Figure 1. Register map, names as in the netlist (run 1).
(3 px per um) Other sequential cells in the stronger gray, the rest of the logic in the fainter gray.
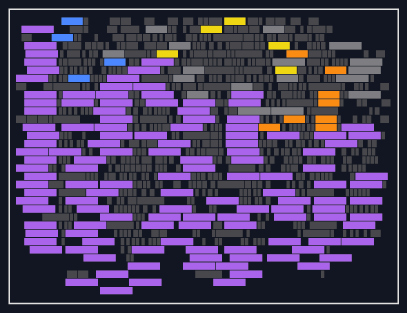
Figure 2. Metal 2 (run 1).
(3 px per um)
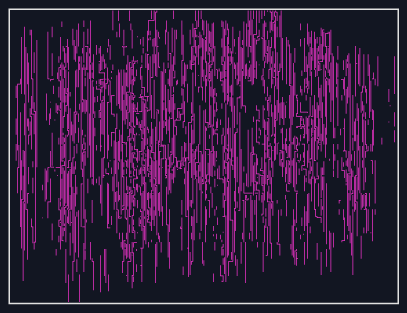
Figure 3. Floorplan with the power grid (run 1).
(3 px per um) Pins as bars on the die edge.
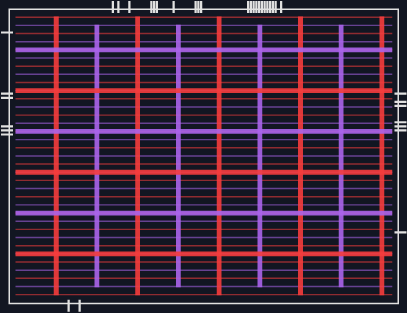
Figure 4. Cell density map (run 1).
(3 px per um) The die is cut into 13 by 10 equal tiles; black is low, pale yellow is high, 0 to 100% covered.
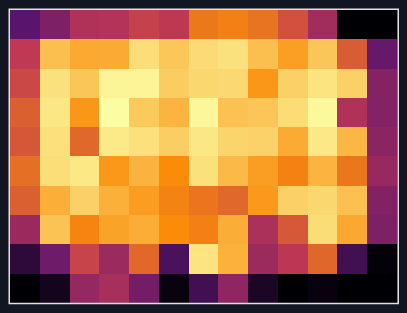
[config.mk]
export PLATFORM = sky130hd
export DESIGN_NAME = iob_uart_rx_fifo_flat
export DESIGN_NICKNAME = d
export VERILOG_FILES = /design/src/rtl/iob_uart_rx_fifo_pkg.sv /design/src/rtl/iob_uart_rx_fifo_if.sv /design/src/rtl/iob_uart_fifo_ram.sv /design/src/rtl/iob_uart_rx_fifo.sv /design/src/flat_wrapper.sv
export SDC_FILE = /design/constraint.sdc
export NUM_CORES = 1
export LEC_CHECK = 0
export ABC_AREA = 1
export CORE_ASPECT_RATIO = 0.75
export CORE_MARGIN = 1.5
export CORE_UTILIZATION = 60
export CTS_CLUSTER_SIZE = 24
export DETAILED_ROUTE_END_ITERATION = 10
export GPL_TIMING_DRIVEN = 0
export PLACE_DENSITY = 0.85
export SYNTH_ARGS = -nofsm -noshare
export SYNTH_HDL_FRONTEND = slang
export SYNTH_SLANG_ARGS = --single-unit
[constraint.sdc]
create_clock -name clk_i -period 2.7 [get_ports clk_i]
set_input_delay 0.54 -clock clk_i [delete_from_list [all_inputs] [get_ports clk_i]]
set_output_delay 0.54 -clock clk_i [all_outputs]
set_load 0.05 [all_outputs]
[src/rtl/iob_uart_rx_fifo_pkg.sv]
// Shared types and constants for the UART receive FIFO slice.
// Drain FSM encoding, depth helper and the CPU register address that maps to a FIFO pop.
package iob_uart_rx_fifo_pkg;

   typedef enum logic {
      IDLE   = 1'b0,
      SETTLE = 1'b1
   } rx_state_t;

   localparam logic [3:0] RXDATA_ADDR = 4'h1;

   function automatic int depth_f(input int addr_w);
      return 1 << addr_w;
   endfunction

endpackage

[src/rtl/iob_uart_rx_fifo_if.sv]
// Core-side and CPU-side signals of the receive FIFO; names are from the FIFO's point of view.
// slave = the FIFO itself, master = the core/CPU environment driving it.
interface iob_uart_rx_fifo_if #(
   parameter int DATA_W = 8,
   parameter int ADDR_W = 4
);
   logic              core_rx_ready_i;
   logic [DATA_W-1:0] core_rx_data_i;
   logic              core_read_en_o;
   logic              pop_i;
   logic [DATA_W-1:0] data_o;
   logic              valid_o;
   logic [ADDR_W:0]   level_o;
   logic [ADDR_W:0]   thresh_i;
   logic              thresh_irq_o;
   logic              overflow_o;
   logic              overflow_clr_i;

   modport slave (
      input  core_rx_ready_i, core_rx_data_i, pop_i, thresh_i, overflow_clr_i,
      output core_read_en_o, data_o, valid_o, level_o, thresh_irq_o, overflow_o
   );

   modport master (
      output core_rx_ready_i, core_rx_data_i, pop_i, thresh_i, overflow_clr_i,
      input  core_read_en_o, data_o, valid_o, level_o, thresh_irq_o, overflow_o
   );
endinterface

[src/rtl/iob_uart_fifo_ram.sv]
// DEPTH x DATA_W register-array storage, one write port and one registered read port.
// Read data lands one cycle after re_i; a same-edge write to the read address returns the old word.
module iob_uart_fifo_ram
   import iob_uart_rx_fifo_pkg::*;
#(
   parameter int DATA_W = 8,
   parameter int ADDR_W = 4
) (
   input  logic              clk_i,
   input  logic              rst_i,
   input  logic              we_i,
   input  logic [ADDR_W-1:0] waddr_i,
   input  logic [DATA_W-1:0] wdata_i,
   input  logic              re_i,
   input  logic [ADDR_W-1:0] raddr_i,
   output logic [DATA_W-1:0] rdata_o
);
   localparam int DEPTH = depth_f(ADDR_W);

   logic [DATA_W-1:0] mem [DEPTH];

   always_ff @(posedge clk_i) begin
      if (we_i) mem[waddr_i] <= wdata_i;
   end

   // Only the output register is cleared; the array keeps stale contents.
   always_ff @(posedge clk_i) begin
      if (rst_i)     rdata_o <= '0;
      else if (re_i) rdata_o <= mem[raddr_i];
   end
endmodule

[src/rtl/iob_uart_rx_fifo.sv]
// Drains the UART core's holding register into a FWFT FIFO with level, threshold IRQ and overflow flag.
// Core byte taken at most every 2 cycles; a full FIFO leaves the byte in the core and sets overflow.
module iob_uart_rx_fifo
   import iob_uart_rx_fifo_pkg::*;
#(
   parameter int DATA_W = 8,
   parameter int ADDR_W = 4
) (
   input  logic                 clk_i,
   input  logic                 rst_i,
   input  logic                 rst_soft_i,
   input  logic                 en_i,
   iob_uart_rx_fifo_if.slave    bus
);
   localparam int DEPTH = depth_f(ADDR_W);
   localparam logic [ADDR_W:0]   LVL_FULL = (ADDR_W+1)'(DEPTH);
   localparam logic [ADDR_W:0]   LVL_ONE  = (ADDR_W+1)'(1);
   localparam logic [ADDR_W-1:0] PTR_ONE  = ADDR_W'(1);

   logic              rst;
   rx_state_t         state_q, state_d;
   logic [ADDR_W-1:0] wr_ptr_q, rd_ptr_q, rd_addr;
   logic [ADDR_W:0]   level_q, level_left;
   logic              valid_q, irq_q, ovf_q, byp_sel_q;
   logic [DATA_W-1:0] byp_dat_q, ram_rdata;
   logic              push, stall, pop, bypass, valid_d, rd_en;

   assign rst = rst_i | rst_soft_i;

   always_ff @(posedge clk_i) begin
      if (rst)       state_q <= IDLE;
      else if (en_i) state_q <= state_d;
   end

   always_comb begin
      state_d = state_q;
      if (state_q == IDLE) begin
         if (push) state_d = SETTLE;
      end else begin
         state_d = IDLE;
      end
   end

   // No read pulse during reset, so the core keeps its byte for after reset.
   always_comb begin
      push  = 1'b0;
      stall = 1'b0;
      if (!rst && en_i && state_q == IDLE && bus.core_rx_ready_i) begin
         if (level_q == LVL_FULL) stall = 1'b1;
         else                     push  = 1'b1;
      end
   end

   assign bus.core_read_en_o = push;

   assign pop        = en_i & bus.pop_i & valid_q;
   assign level_left = level_q - {{ADDR_W{1'b0}}, pop};
   assign rd_addr    = rd_ptr_q + {{(ADDR_W-1){1'b0}}, pop};
   // Popping the last entry while pushing: the new byte would be read before it is written.
   assign bypass     = push & pop & (level_q == LVL_ONE);
   assign valid_d    = bypass | (level_left != '0);
   assign rd_en      = en_i & valid_d & ~bypass;

   always_ff @(posedge clk_i) begin
      if (rst) begin
         wr_ptr_q  <= '0;
         rd_ptr_q  <= '0;
         level_q   <= '0;
         valid_q   <= 1'b0;
         byp_sel_q <= 1'b0;
         irq_q     <= 1'b0;
         ovf_q     <= 1'b0;
      end else if (en_i) begin
         if (push) wr_ptr_q <= wr_ptr_q + PTR_ONE;
         rd_ptr_q <= rd_addr;
         level_q  <= level_left + {{ADDR_W{1'b0}}, push};
         valid_q  <= valid_d;
         if (valid_d) byp_sel_q <= bypass;
         irq_q    <= (bus.thresh_i != '0) && (level_q >= bus.thresh_i);
         if (stall)                   ovf_q <= 1'b1;
         else if (bus.overflow_clr_i) ovf_q <= 1'b0;
      end
   end

   always_ff @(posedge clk_i) begin
      if (bypass) byp_dat_q <= bus.core_rx_data_i;
   end

   iob_uart_fifo_ram #(
      .DATA_W (DATA_W),
      .ADDR_W (ADDR_W)
   ) u_ram (
      .clk_i   (clk_i),
      .rst_i   (rst),
      .we_i    (push),
      .waddr_i (wr_ptr_q),
      .wdata_i (bus.core_rx_data_i),
      .re_i    (rd_en),
      .raddr_i (rd_addr),
      .rdata_o (ram_rdata)
   );

   assign bus.data_o       = byp_sel_q ? byp_dat_q : ram_rdata;
   assign bus.valid_o      = valid_q;
   assign bus.level_o      = level_q;
   assign bus.thresh_irq_o = irq_q;
   assign bus.overflow_o   = ovf_q;
endmodule

[src/flat_wrapper.sv]
// flat-port wrapper written by rule: the top's interface ports become plain ports
module iob_uart_rx_fifo_flat import iob_uart_rx_fifo_pkg::*;
#(
   parameter int DATA_W = 8,
   parameter int ADDR_W = 4
)
  (clk_i, rst_i, rst_soft_i, en_i, bus_core_rx_ready_i, bus_core_rx_data_i, bus_pop_i, bus_thresh_i, bus_overflow_clr_i, bus_core_read_en_o, bus_data_o, bus_valid_o, bus_level_o, bus_thresh_irq_o, bus_overflow_o);
  iob_uart_rx_fifo_if #(.DATA_W(DATA_W), .ADDR_W(ADDR_W)) bus_i ();
  input  logic clk_i;
  input  logic rst_i;
  input  logic rst_soft_i;
  input  logic en_i;
  input wire logic [$bits(bus_i.core_rx_ready_i)-1:0] bus_core_rx_ready_i;
  input wire logic [$bits(bus_i.core_rx_data_i)-1:0] bus_core_rx_data_i;
  input wire logic [$bits(bus_i.pop_i)-1:0] bus_pop_i;
  input wire logic [$bits(bus_i.thresh_i)-1:0] bus_thresh_i;
  input wire logic [$bits(bus_i.overflow_clr_i)-1:0] bus_overflow_clr_i;
  output wire logic [$bits(bus_i.core_read_en_o)-1:0] bus_core_read_en_o;
  output wire logic [$bits(bus_i.data_o)-1:0] bus_data_o;
  output wire logic [$bits(bus_i.valid_o)-1:0] bus_valid_o;
  output wire logic [$bits(bus_i.level_o)-1:0] bus_level_o;
  output wire logic [$bits(bus_i.thresh_irq_o)-1:0] bus_thresh_irq_o;
  output wire logic [$bits(bus_i.overflow_o)-1:0] bus_overflow_o;
  assign bus_i.core_rx_ready_i = bus_core_rx_ready_i;
  assign bus_i.core_rx_data_i = bus_core_rx_data_i;
  assign bus_i.pop_i = bus_pop_i;
  assign bus_i.thresh_i = bus_thresh_i;
  assign bus_i.overflow_clr_i = bus_overflow_clr_i;
  assign bus_core_read_en_o = bus_i.core_read_en_o;
  assign bus_data_o = bus_i.data_o;
  assign bus_valid_o = bus_i.valid_o;
  assign bus_level_o = bus_i.level_o;
  assign bus_thresh_irq_o = bus_i.thresh_irq_o;
  assign bus_overflow_o = bus_i.overflow_o;
  iob_uart_rx_fifo #(.DATA_W(DATA_W), .ADDR_W(ADDR_W)) u_core (.clk_i(clk_i), .rst_i(rst_i), .rst_soft_i(rst_soft_i), .en_i(en_i), .bus(bus_i));
endmodule
==> impl_metrics.tcl, run 1 <==
# yosys + openroad results
set metrics [dict create \
    async_flop_share 0 \
    fp_util 0.616 \
    place_congestion 1.04 \
    comb_area_sq_um 2240 \
    clk_share 0.0729 \
    place_hpwl_um 11500 \
    postCtsSetupBuffers 0 \
    outcome "complete, no violations" \
    drt_iter0_markers 799 \
    grt_pass1_wl_um 27000 \
    flop_cell "edfxtp_1" \
    flops 162 \
    reg_top3 "u_core.u_ram.mem (128), u_core.byp_dat_q (8), u_core.u_ram.rdata_o (8)" \
    crit_path_frequent_cell "nand3_1" \
    dp_slack_ns -0.511 \
    drc_errors 0 \
    finalSetupViolations 0 \
    n_all_inverters 54 \
    slew_viol_final 0 \
    antenna_found_initial 0 \
    min_period_ns 2.59 \
    ys_sh_adder 0.0262 \
    largest_register_ffs 128 \
    num_tap_cells 162 \
    hold_viol 0 \
    placed_cell_area_sq_um 7720 \
    netlist_logic_family_top "simple AND/OR/NAND/NOR gates" \
]
About Figure 1:
Key: u_core.wr_ptr_q = blue [flops 4, where top left]; u_core.bus.level_o = yellow [flops 5, where top middle]; u_core.u_ram.mem = purple [flops 128]; u_core.u_ram.rdata_o = orange [flops 8]
register share of the cell area: 0.549
final core utilization: 0.722
Reg area: 4600 sq um
seq pwr: 2.73 mW

About Figure 2:
The layer carries 8,250 um of wire. The layer holds 47% of the routed length.
routed wire length: 17,500 um
via count: 5,398
met2 usage: 0.457

About Figure 3:
Key: VDD = purple; VSS = red
35 met1 rails follow the rows. The core has 34 rows. 37 signal pins sit on the boundary. 9 straps on met4. 6 straps on met5.

About Figure 4:
The emptiest ninth of the die: bottom right. 5.4% of the tiles are nearly empty. The mean over all tiles is 65%. The fullest tile reaches 99%.

## run 1: report_power, final
group / switching (mW) / internal, mW
Clock: 0.975 / 1.46
Sequential: 0.0124 / 2.72
Combinational: 0.281 / 0.128
Total: 1.27 / 4.31
## run 1: worst paths after layout
kind,start,endpoint,slack (ns),cells after the start
hold reg to reg,u_core.bus.overflow_o,u_core.bus.overflow_o,0.49,2
setup / recovery,en_i,u_core.u_ram.rdata_o[7],0.11,14
hold / removal,u_core.bus.overflow_o,u_core.bus.overflow_o,0.49,2
setup reg to reg,u_core.bus.level_o[1],u_core.u_ram.mem[0][6],0.45,6
## Run 2: what changed since run 1
CELL_PAD_IN_SITES_DETAIL_PLACEMENT = 1   (was default)
CELL_PAD_IN_SITES_GLOBAL_PLACEMENT = 1   (was default)
CORE_MARGIN = 2   (was 1.5)
CORE_UTILIZATION = 47   (was 60)
PLACE_DENSITY = 0.84   (was 0.85)
Figure 5. Register map, names as in the netlist (run 2).
(2 px per um) Other sequential cells in the stronger gray, the rest of the logic in the fainter gray.
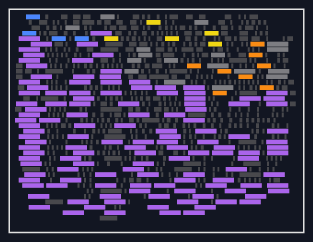
Key: u_core.u_ram.mem = purple [flops 128]; u_core.wr_ptr_q = blue [flops 4, where top left]; u_core.u_ram.rdata_o = orange [flops 8, where top right]; u_core.bus.level_o = yellow [flops 5, where top middle]
Another 17 sequential cells are not colored.
register share of the cell area: 0.546
final core utilization: 0.559
seq pwr: 2.74 mW

==> run 2 against run 1 <==
  * Synthesized area unchanged
  * Sequential cell count unchanged
  * Highest routed layer unchanged
  * Sequential share of layout area decreased by 0.24 points
  * Synthesized cell count unchanged
  * Largest cell class unchanged
  * Power increased by 1.2%
  * Via count decreased by 0.48%
  * Critical endpoint is now u_core.u_ram.rdata_o[3]
==> impl_metrics.tcl, run 2 <==
# yosys + openroad results
set metrics [dict create \
    grtUsageTotal 0.258 \
    fp_util 0.475 \
    wl_um 19900 \
    drc_errors 0 \
    startpoint "en_i" \
    min_period_ns 2.61 \
    crit_path_end "u_core.u_ram.rdata_o[3]" \
    pwr-share-clk 0.440 \
    p_int_mw 4.38 \
    antenna_found_initial 0 \
    leakage_nw 3.38 \
    p_switching_mw 1.26 \
    power.group.top "registers" \
    yosysTopAreaCellShare 0.570 \
    dp_slack_ns -0.652 \
    netlist_logic_family_top "simple AND/OR/NAND/NOR gates" \
    path_depth 14 \
    min_path_cells 2 \
    largest_register_ffs 128 \
    warnings 29 \
    slew_viol_final 0 \
    grt_pass1_wl_um 30900 \
    combPwrFrac 0.075 \
    p_seq_frac 0.485 \
    finalSetupViolations 0 \
    pg_comb_mw 0.422 \
    regToRegEndpoint "u_core.u_ram.mem[3][7]" \
    ff2ff_setup_slack_ns 0.36 \
    criticalPathCategory "input port to register" \
    ys.flops 162 \
    synth-compound-area-share 0.0395 \
    drt_iter0_markers 373 \
    async_flop_share 0 \
    dr_total_vias 5372 \
    r2r_cells 6 \
    p_sw_frac 0.223 \
    reg2reg_from "u_core.bus.level_o[1]" \
    hold_viol 0 \
    outcome "complete, no violations" \
    holdPathEnd "u_core.bus.overflow_o" \
]
Figure 6. Clock routing (run 2).
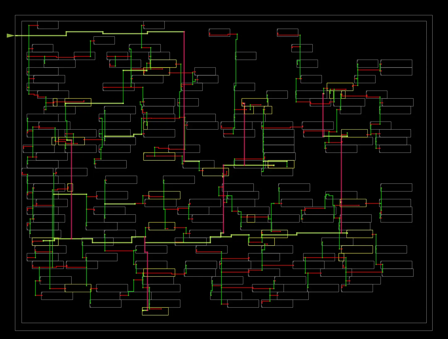
Num CTS Buffers: 17
P_clk: 2.48 mW
clk sinks: 162
Layout clock buffers: 19

run 2: cell count changes in the layout (fill, tap and decap cells not counted), moves of 3 or more:
cell           delta
buf_4             +4
clkinv_4          -4
bufinv_16         +3
clkbuf_16         -3
clkbuf_4          -3
dlygate4sd2_1     +3
run 2: final cells by class:
| class | count | area [sq um] | share of cell area |
|---|---|---|---|
| Sequential cell | 162 | 4600 | 0.546 |
| Multi-Input combinational cell | 468 | 2210 | 0.262 |
| Clock buffer | 19 | 433 | 0.0514 |
| Timing Repair Buffer | 37 | 359 | 0.0426 |
| Tap cell | 205 | 256 | 0.0304 |
| Inverter | 54 | 206 | 0.0245 |
| Buffer | 28 | 191 | 0.0227 |
| Clock inverter | 12 | 165 | 0.0196 |
## Run 3: what changed since run 2
CTS_CLUSTER_SIZE = default   (was 24)
Figure 7. Floorplan with the power grid (run 3).
(2 px per um) Pins as bars on the die edge.
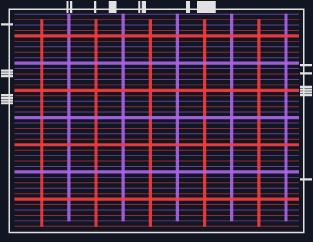
Key: VSS = red; VDD = purple
7 straps on met5. 10 straps on met4.
core area: 15,100 sq um
Die Y-Extent: 111 um

==> run 3 against run 2 <==
  * Sequential cell count stayed put
  * First-iteration DRC count stayed put
  * Register-to-register slack hardly changed
  * Design area unchanged
  * Non-clock buffer count stayed put
  * Critical path depth unchanged
  * Cell count is the same
  * Combinational power about the same
  * Core utilization stayed put
  * Setup slack unchanged
  * Critical path type unchanged
  * Highest routed layer unchanged
==> impl_metrics.tcl, run 3 <==
# yosys + openroad results
set metrics [dict create \
    outcome "complete, no violations" \
    antenna_found_initial 0 \
    holdPathEnd "u_core.bus.overflow_o" \
    flop_cell "edfxtp_1" \
    reg2reg_from "u_core.bus.level_o[1]" \
    drc_errors 0 \
    numCtsBuffers 17 \
    grt_use_met2 0.414 \
    placed_cell_area_sq_um 7780 \
    min_period_ns 2.61 \
    seq_power_mw 2.74 \
    grtUsageTotal 0.258 \
    dp_slack_ns -0.652 \
    grt_pass1_wl_um 30900 \
    ys_sh_adder 0.0262 \
    buffers 65 \
    comb_area_sq_um 2210 \
    pwr-share-clk 0.440 \
    buf_share 0.0653 \
    place_congestion 0.942 \
    leakage_nw 3.38 \
    p_switching_mw 1.26 \
    r2r_cells 6 \
    ff2ff_setup_slack_ns 0.36 \
    hold_viol 0 \
    fp_util 0.475 \
    min_path_cells 2 \
    clk_share 0.0710 \
    postLayoutCoreUtil 0.559 \
]
Figure 8. Clock routing (run 3).
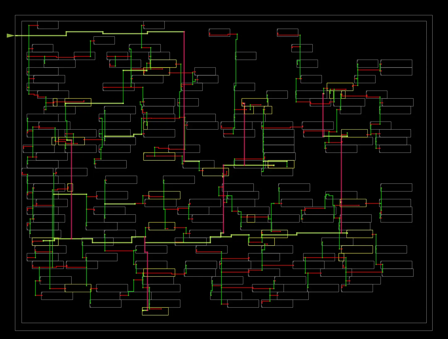
clk_lat worst skew: 0.43 ns
Layout Skew: 0.0121 ns
seq_cells: 162

[run 3: cell counts in the layout (fill, tap and decap cells not counted)]
Identical to the previous run, type by type.
[run 3: critical path: stages]
cell             delay, ns
clkdlybuf4s50_1       0.46
buf_6                 0.14
nand3_1               0.07
inv_1                 0.07
ha_1                  0.22
ha_2                  0.39
clkinv_2              0.15
clkbuf_4              0.24
nand2_1               0.09
nand3_1               0.08
nand3_1               0.21
nand2_1               0.12
nor2_1                0.11
nor2_1                0.05
[run 3: through the flow]
| stage | total power [mW] | std cells |
|---|---|---|
| 6_report | 5.64 | 985 |
| 5_1_grt | 5.79 | 985 |
| 4_1_cts | 5.65 | 984 |
| 3_5_place_dp | 3.20 | 953 |
| 3_3_place_gp | 3.18 | 953 |
| 2_1_floorplan | 3.02 | 712 |
No activity file was given, so power comes from the tool's default toggle rates.
